Run 1, gate families picked out:
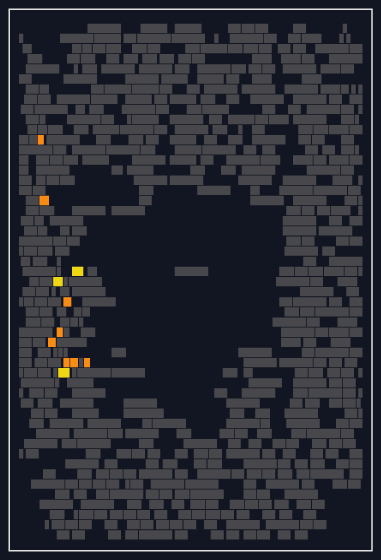
Run 1, clock wires, drivers and flops:
Scale bar: 20 µm.
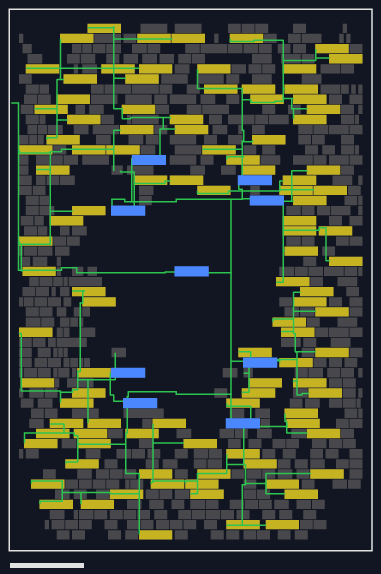
Run 1, clock nets:
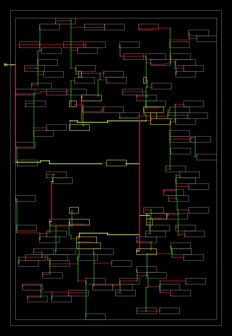
Run 1, nets reached from selected ports:
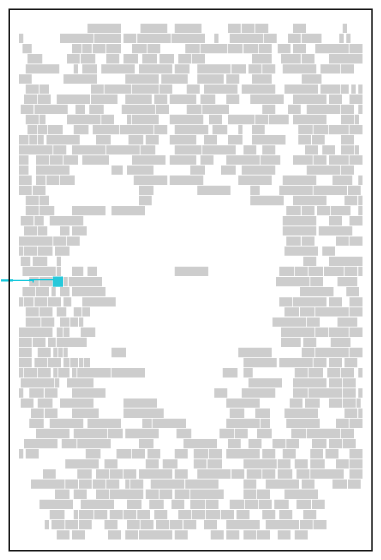
[src/rtl/axi_master_if.sv]
// rtl/axi_master_if.sv - single-outstanding AXI4 master for one CPU memory port
// Turns a CPU request into one single-beat AXI4 read or write and stalls the core until it completes.
module axi_master_if #(
    parameter logic [3:0] MASTER_ID = 4'd0
) (
    input  logic        ACLK,
    input  logic        ARESET,
    input  logic        req_i,
    input  logic        we_i,
    input  logic [31:0] addr_i,
    input  logic [31:0] wdata_i,
    input  logic [3:0]  wstrb_i,
    output logic [31:0] rdata_o,
    output logic        stall_o,
    output logic        done_o,
    output logic        err_o,
    output logic [3:0]  AWID_M,
    output logic [31:0] AWADDR_M,
    output logic [3:0]  AWLEN_M,
    output logic [2:0]  AWSIZE_M,
    output logic [1:0]  AWBURST_M,
    output logic        AWVALID_M,
    input  logic        AWREADY_M,
    output logic [31:0] WDATA_M,
    output logic [3:0]  WSTRB_M,
    output logic        WLAST_M,
    output logic        WVALID_M,
    input  logic        WREADY_M,
    input  logic [3:0]  BID_M,
    input  logic [1:0]  BRESP_M,
    input  logic        BVALID_M,
    output logic        BREADY_M,
    output logic [3:0]  ARID_M,
    output logic [31:0] ARADDR_M,
    output logic [3:0]  ARLEN_M,
    output logic [2:0]  ARSIZE_M,
    output logic [1:0]  ARBURST_M,
    output logic        ARVALID_M,
    input  logic        ARREADY_M,
    input  logic [3:0]  RID_M,
    input  logic [31:0] RDATA_M,
    input  logic [1:0]  RRESP_M,
    input  logic        RLAST_M,
    input  logic        RVALID_M,
    output logic        RREADY_M
);

    typedef enum logic [2:0] {IDLE, AR, R, AWW, B} state_t;

    state_t      state, state_nxt;
    logic [31:0] addr_q, wdata_q, rdata_q;
    logic [3:0]  wstrb_q;
    logic        aw_done, w_done;
    logic        aw_hs, w_hs, r_fire, b_fire;

    assign aw_hs  = AWVALID_M & AWREADY_M;
    assign w_hs   = WVALID_M & WREADY_M;
    assign r_fire = (state == R) & RVALID_M;
    assign b_fire = (state == B) & BVALID_M;

    always_ff @(posedge ACLK or posedge ARESET) begin
        if (ARESET) begin
            state   <= IDLE;
            addr_q  <= 32'd0;
            wdata_q <= 32'd0;
            wstrb_q <= 4'd0;
            rdata_q <= 32'd0;
            aw_done <= 1'b0;
            w_done  <= 1'b0;
        end else begin
            state <= state_nxt;
            if (state == IDLE && req_i) begin
                addr_q  <= addr_i;
                wdata_q <= wdata_i;
                wstrb_q <= wstrb_i;
                aw_done <= 1'b0;
                w_done  <= 1'b0;
            end
            if (state == AWW) begin
                if (aw_hs) aw_done <= 1'b1;
                if (w_hs)  w_done  <= 1'b1;
            end
            if (r_fire) rdata_q <= RDATA_M;
        end
    end

    always_comb begin
        state_nxt = state;
        case (state)
            IDLE: if (req_i) state_nxt = we_i ? AWW : AR;
            AR:   if (ARREADY_M) state_nxt = R;
            R:    if (RVALID_M) state_nxt = IDLE;
            // Each channel may complete in any cycle; leave once both have.
            AWW:  if ((aw_done | aw_hs) & (w_done | w_hs)) state_nxt = B;
            B:    if (BVALID_M) state_nxt = IDLE;
            default: state_nxt = IDLE;
        endcase
    end

    assign AWID_M    = MASTER_ID;
    assign AWADDR_M  = addr_q;
    assign AWLEN_M   = 4'd0;
    assign AWSIZE_M  = 3'b010;
    assign AWBURST_M = 2'b01;
    assign AWVALID_M = (state == AWW) & ~aw_done;
    assign WDATA_M   = wdata_q;
    assign WSTRB_M   = wstrb_q;
    assign WLAST_M   = 1'b1;
    assign WVALID_M  = (state == AWW) & ~w_done;
    assign BREADY_M  = (state == B);
    assign ARID_M    = MASTER_ID;
    assign ARADDR_M  = addr_q;
    assign ARLEN_M   = 4'd0;
    assign ARSIZE_M  = 3'b010;
    assign ARBURST_M = 2'b01;
    assign ARVALID_M = (state == AR);
    assign RREADY_M  = (state == R);

    assign done_o  = r_fire | b_fire;
    assign err_o   = (r_fire & ((RRESP_M != 2'b00) | (RID_M != MASTER_ID)))
                   | (b_fire & ((BRESP_M != 2'b00) | (BID_M != MASTER_ID)));
    assign stall_o = ((state == IDLE) & req_i) | ((state != IDLE) & ~done_o);
    assign rdata_o = r_fire ? RDATA_M : rdata_q;

    logic unused_ok;
    assign unused_ok = RLAST_M;

endmodule

[config.mk]
export PLATFORM = sky130hd
export DESIGN_NAME = axi_master_if
export DESIGN_NICKNAME = d
export VERILOG_FILES = /design/src/rtl/axi_master_if.sv
export SDC_FILE = /design/constraint.sdc
export NUM_CORES = 1
export LEC_CHECK = 0
export ABC_AREA = 0
export CORE_AREA = 2 2 95 143
export DETAILED_ROUTE_END_ITERATION = 8
export DIE_AREA = 0 0 97 145
export PLACE_DENSITY = 0.79
export SLEW_MARGIN = 0
export SYNTH_ARGS = -nofsm -noshare
export SYNTH_HDL_FRONTEND = slang
export SYNTH_SLANG_ARGS = --single-unit
export TNS_END_PERCENT = 1
[constraint.sdc]
create_clock -name ACLK -period 4.7 [get_ports ACLK]
set_input_delay 0.94 -clock ACLK [delete_from_list [all_inputs] [get_ports ACLK]]
set_output_delay 0.94 -clock ACLK [all_outputs]
set_load 0.1 [all_outputs]
==> impl_metrics.env, run 1 <==
# physical design summary
export IMPL_status="completed"
export IMPL_syn2layout_area_growth_pct=61.1
export IMPL_worstSetupStartpointType="input port"
export IMPL_place_inst=694
export IMPL_top_area_cell="dfrtp_1"
export IMPL_critPathTopFamily="buffers and inverters"
export IMPL_path_cells="clkdlybuf4s50_1 -> nor4bb_4 -> buf_4 -> mux2_2 -> buf_4"
export IMPL_period_needed_ns=3.72
export IMPL_drtPass1Iterations=4
export IMPL_synth_seq_share_pct=56.4
export IMPL_maxSlewViolCount=0
export IMPL_drt_iter0_drc=54
export IMPL_cts_hold_buf=0
export IMPL_fmaxAchievable_ghz=0.269
export IMPL_fp_util_pct=36.3
export IMPL_fp_dieH_um=145
export IMPL_antenna_cells=0
export IMPL_ctsResizeCount=0
export IMPL_slowest_delay_ns=0.48
export IMPL_coreArea_mm2=0.0128
export IMPL_via_count=3233
export IMPL_fin_cells=710
export IMPL_path_depth=5
export IMPL_final_area_mm2=0.00751
export IMPL_common_cells="dfrtp_1 (105), mux2_2 (80), buf_4 (65), mux2_4 (20), nor2_1 (6)"
export IMPL_antenna_found_initial=0
export IMPL_dieArea_mm2=0.0141
export IMPL_finalSetupViolations=0
export IMPL_worst_slack_ns=0.979
export IMPL_use_met2_pct=31.7
export IMPL_ys_warn_count=0
export IMPL_grtUsageTotal_pct=16.5
export IMPL_reg2regPathDepth=4
export IMPL_nets=668
export IMPL_top_usage_layer="met2"
export IMPL_ys_flops=105
export IMPL_drv_cap=0
export IMPL_cts_htree_levels=3
export IMPL_grt_use_met1_pct=16.9
export IMPL_grt_ovfl_total=0
export IMPL_route_met2_wl_um=6620
export IMPL_tritoncts="yes"
export IMPL_yosysChipArea_mm2=0.00466
export IMPL_utilization_pct=58.5
export IMPL_cp_arrival_ns=2.78
export IMPL_cts_root_buffer="clkbuf_16"
export IMPL_syn_avg_cell_area_um2=14.7
export IMPL_place_ws_ns=0.980
export IMPL_routed_top_layer="met4"
export IMPL_worstPathRequired_ns=3.76
export IMPL_flop_cell="dfrtp_1"
export IMPL_clock_path_buffers=2
export IMPL_ys_async_sr_fraction_pct=100
export IMPL_worst_slew_pin_slew_ns=1.01
export IMPL_wl_per_cell_um=16.5
export IMPL_clkSlewWorstSetupHoldPaths_ns=0.07
export IMPL_grtUsageMet3_pct=4.14
export IMPL_min_path_type="register to register"
export IMPL_edf_count=0
export IMPL_end_kind="output pin"
export IMPL_critical_path_buf_inv_count=3
export IMPL_worstSetupPathType="input port to output pin"
export IMPL_slew_headroom_pct=32.2
export IMPL_post_route_period_util_pct=79.2
export IMPL_fin_tns_setup_ns=0
export IMPL_grt_pass1_vias=3563
export IMPL_ys_types=33
export IMPL_post_cts_buffers=0
export IMPL_ys_cells=318
export IMPL_wl_met1_um=4080
export IMPL_drc_errors=0
export IMPL_drive_gt1_share_pct=28.7
export IMPL_die_width_um=97
export IMPL_placed_area_mm2=0.00721
export IMPL_wirelength_um=11700
export IMPL_synth_cells=318
export IMPL_postRouteAntennaNets=0
export IMPL_grt_pass1_wl_um=18500
export IMPL_hold_depth=1
export IMPL_whs_ns=0.502
export IMPL_post_dp_hpwl_um=9130
export IMPL_netlist_area_mm2=0.00466
export IMPL_slowest_stage="clkdlybuf4s50_1"
export IMPL_rsz0062_at_grt="false"
export IMPL_top_cell_area_share_pct=56.4
export IMPL_gp_congestion=0.820
export IMPL_grt_max_degree=65
export IMPL_rows=51
export IMPL_warnings=27
export IMPL_cts_sinks=105
export IMPL_most_common_cell="dfrtp_1"
export IMPL_path_max_fanout=34
export IMPL_viasPerCell=4.55
export IMPL_wl_met3_um=717
export IMPL_critical_path_most_common_cell="buf_4"
export IMPL_area_leaders="dfrtp_1 (56%), mux2_2 (19%), buf_4 (10%)"
export IMPL_hold_viol=0
## Picture notes: 'gate families picked out'
family	colour	cells
inverting AOI/OAI gates	orange	8
AND-OR and OR-AND gates	yellow	3

## Picture notes: 'clock wires, drivers and flops'
[cells driving clock nets] blue | count: 9
[flip-flops] yellow | count: 105
[clock wires] green | length: 1,260 µm
routed clock nets	10
flops lie	widely spread

## Picture notes: 'clock nets'
clk_skew: 0.00680 ns
CTS Buf Count: 9
Insertion Delay late pin: 0.34 ns

## Picture notes: 'nets reached from selected ports'
port	colour	direction	end cells	buffers	wire
`stall_o`	cyan	output	1	1	13.0 µm
Port-buffer cells: 260
I/O pin total: 289

run 1: cell usage in the layout, fill, tap and decap left out, drive strengths merged, types with 2 or more instances in the layout:
master         instances
clkdlybuf4s50        225
dfrtp                105
mux2                 100
buf                   39
conb                  27
clkbuf                11
nor2                   7
inv                    5
nand2                  3
nand3b                 2
or4                    2
a21oi                  2
o22ai                  2
and2                   2
clkinvlp               2
o21ai                  2
run 1: cell type report:
cell class / instances / area, µm²
Fill cell: 1020 / 5320
Clock inverter: 5 / 65.1
Inverter: 4 / 17.5
Tap cell: 159 / 199
Sequential cell: 105 / 2630
Timing Repair Buffer: 264 / 2810
Multi-Input combinational cell: 162 / 1560
Clock buffer: 11 / 233
run 1: cell families (layout without fill, tap and decap cells):
kind of cell	count (synthesis)	after routing	synth area share, %
muxes	101	101	26.3
AOI/OAI and AO/OA	11	11	1.53
DFF	105	105	56.4
and+or+nand+nor	23	23	3.17
other	2	27	0.161
buffers and inverters	76	284	12.5
run 1: final timing paths:
path | from | endpoint | slack, ns
worst min-delay path | rdata_q[31] | rdata_q[31] | 0.50
worst max-delay path | RVALID_M | rdata_o[29] | 0.98
min in group asynchronous | ARESET | WDATA_M[16] | 1.04
max in group asynchronous | ARESET | rdata_q[19] | 2.79
worst max register to register | state[0] | WDATA_M[6] | 2.65
worst min register to register | rdata_q[31] | rdata_q[31] | 0.50
run 1: registers in the layout, indices dropped and copies added (netlist names):
name / count
ARADDR_M: 32
WSTRB_M: 4
w_done: 1
aw_done: 1
rdata_q: 32
WDATA_M: 32
state: 3
Run 1, signal wires by layer:
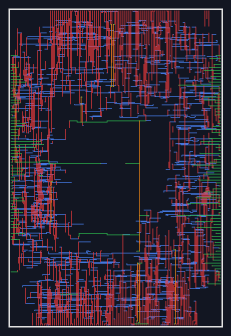

==> inputs of run 2 (changes only) <==
- clock period: 4.7 -> 3.7 ns (I/O delays scaled with it)
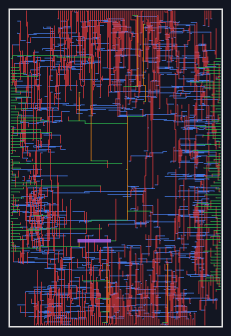
Run 2: signal wires by layer
layer	colour	wire length
met1	blue	3,910 µm
met5	purple	13.8 µm
met3	green	983 µm
met2	red	6,960 µm
met4	orange	247 µm
Vias: 3,246
Routed WL: 12,100 µm

==> run 2 against run 1 <==
Global-route usage grew 0.70 points. Clock skew is 0.00083 ns higher. Critical path depth stayed put. Synthesized cell count did not move. Core utilization is 1.5 points higher. Routed wire length is 3.6% higher. First-iteration DRC count up 54%. Register-to-register slack worse by 0.85 ns. Flip-flop count stayed put.
==> impl_metrics.env, run 2 <==
# physical design summary
export IMPL_status="completed"
export IMPL_critical_path_most_common_cell="buf_12"
export IMPL_drt_iter0_drc=83
export IMPL_area_leaders="dfrtp_1 (56%), mux2_2 (19%), buf_4 (10%)"
export IMPL_ys_types=33
export IMPL_ys_warn_count=0
export IMPL_post_dp_hpwl_um=9660
export IMPL_fillCellCount=1018
export IMPL_grt_max_degree=66
export IMPL_reg2regPathDepth=4
export IMPL_insertion_delay_ns=0.34
export IMPL_critical_path_buf_inv_count=3
export IMPL_drtPass1Iterations=4
export IMPL_end_kind="output pin"
export IMPL_worstPathRequired_ns=2.96
export IMPL_drc_errors=0
export IMPL_io_pins=289
export IMPL_clock_path_buffers=2
export IMPL_final_cell_mix="clkdlybuf4s50_1 (220), dfrtp_1 (105), mux2_2 (80)"
export IMPL_finClkSkew_ns=0.00763
export IMPL_top_area_cell="dfrtp_1"
export IMPL_slowest_delay_ns=0.49
export IMPL_gp_congestion=0.827
export IMPL_post_cts_buffers=0
export IMPL_drive_gt1_share_pct=30.1
export IMPL_nets=668
export IMPL_worst_slew_pin_slew_ns=1.02
export IMPL_hold_viol=0
export IMPL_fmaxAchievable_ghz=0.314
export IMPL_syn_avg_cell_area_um2=14.7
export IMPL_dieArea_mm2=0.0141
export IMPL_critPathTopFamily="buffers and inverters"
export IMPL_ys_cells=318
export IMPL_io_buffers=260
export IMPL_drv_cap=0
export IMPL_ys_async_sr_fraction_pct=100
export IMPL_wl_per_cell_um=17.1
export IMPL_die_width_um=97
export IMPL_slew_headroom_pct=31.9
export IMPL_top_cell_area_share_pct=56.4
export IMPL_post_route_period_util_pct=86.2
export IMPL_final_area_mm2=0.00770
export IMPL_lay_top_count="clkdlybuf4s50_1"
export IMPL_path_max_fanout=34
export IMPL_viasPerCell=4.57
export IMPL_route_met2_wl_um=6960
export IMPL_rows=51
export IMPL_wl_met3_um=983
export IMPL_path_cells="clkdlybuf4s50_1 -> nor4bb_4 -> buf_12 -> mux2_2 -> buf_12"
export IMPL_seq_area_mm2=0.00263
export IMPL_yosysChipArea_mm2=0.00466
export IMPL_cts_htree_levels=3
export IMPL_wl_met1_um=3910
export IMPL_ctsResizeCount=0
export IMPL_routed_top_layer="met5"
export IMPL_flop_cell="dfrtp_1"
export IMPL_cts_hold_buf=0
export IMPL_worstSetupStartpointType="input port"
export IMPL_whs_ns=0.510
export IMPL_cts_sinks=105
export IMPL_min_path_type="register to register"
export IMPL_netlist_area_mm2=0.00466
export IMPL_placed_area_mm2=0.00740
export IMPL_coreArea_mm2=0.0128
export IMPL_period_needed_ns=3.19
export IMPL_worst_slack_ns=0.511
export IMPL_path_depth=5
export IMPL_fp_util_pct=36.3
export IMPL_synth_cells=318
export IMPL_synth_seq_share_pct=56.4
export IMPL_tritoncts="yes"
export IMPL_worstSetupPathType="input port to output pin"
export IMPL_cts_buffers_inserted=9
export IMPL_place_ws_ns=0.495
export IMPL_common_cells="dfrtp_1 (105), mux2_2 (80), buf_4 (65), mux2_4 (20), nor2_1 (6)"
export IMPL_finalSetupViolations=0
export IMPL_maxSlewViolCount=0
export IMPL_rsz0062_at_grt="false"
export IMPL_ys_flops=105
export IMPL_slowest_stage="clkdlybuf4s50_1"
## run 2: cell types whose count changed in the layout (fill, tap and decap cells not counted), sizes merged
cell	delta
buf	+5
clkbuf	-2
clkdlybuf4s50	-5
clkinv	+2
clkinvlp	-2
inv	+2
## run 2: final timing paths
path	startpoint	endpoint	slack (ns)
worst max-delay path	RVALID_M	rdata_o[17]	0.51
max in group asynchronous	ARESET	ARADDR_M[14]	2.05
worst min-delay path	WDATA_M[6]	WDATA_M[6]	0.51
min in group asynchronous	ARESET	rdata_q[24]	0.91
worst max register to register	state[0]	WDATA_M[7]	1.80
worst min register to register	WDATA_M[6]	WDATA_M[6]	0.51
## run 2: cells by family after synthesis
group,count (synthesis),share of synthesized area [%]
other,2,0.161
buffers and inverters,76,12.5
AOI/OAI and AO/OA,11,1.53
muxes,101,26.3
DFF,105,56.4
and+or+nand+nor,23,3.17
## run 2: per-layer routing
metal | vias to the layer above | track usage (%)
met5 | - | 0
met4 | 2 | 5.56
met1 | 1603 | 17.0
met3 | 21 | 5.73
li1 | 1455 | -
met2 | 165 | 33.1
## run 2: cell type report
cell class	instances	share of cell area, %
Timing Repair Buffer	264	38.9
Inverter	4	0.227
Sequential cell	105	34.1
Clock buffer	9	2.92
Multi-Input combinational cell	162	20.3
Tap cell	159	2.58
Clock inverter	7	1.01
## run 2: per-stage QoR
stage / utilization, % / setup TNS (ns) / cells
global placement: 57.7 / 0 / 694
detailed placement: 57.7 / 0 / 694
CTS: 60.1 / 0 / 710
global route: 60.1 / 0 / 710
floorplan: - / -0.0156 / 343
finish: 60.1 / 0 / 710
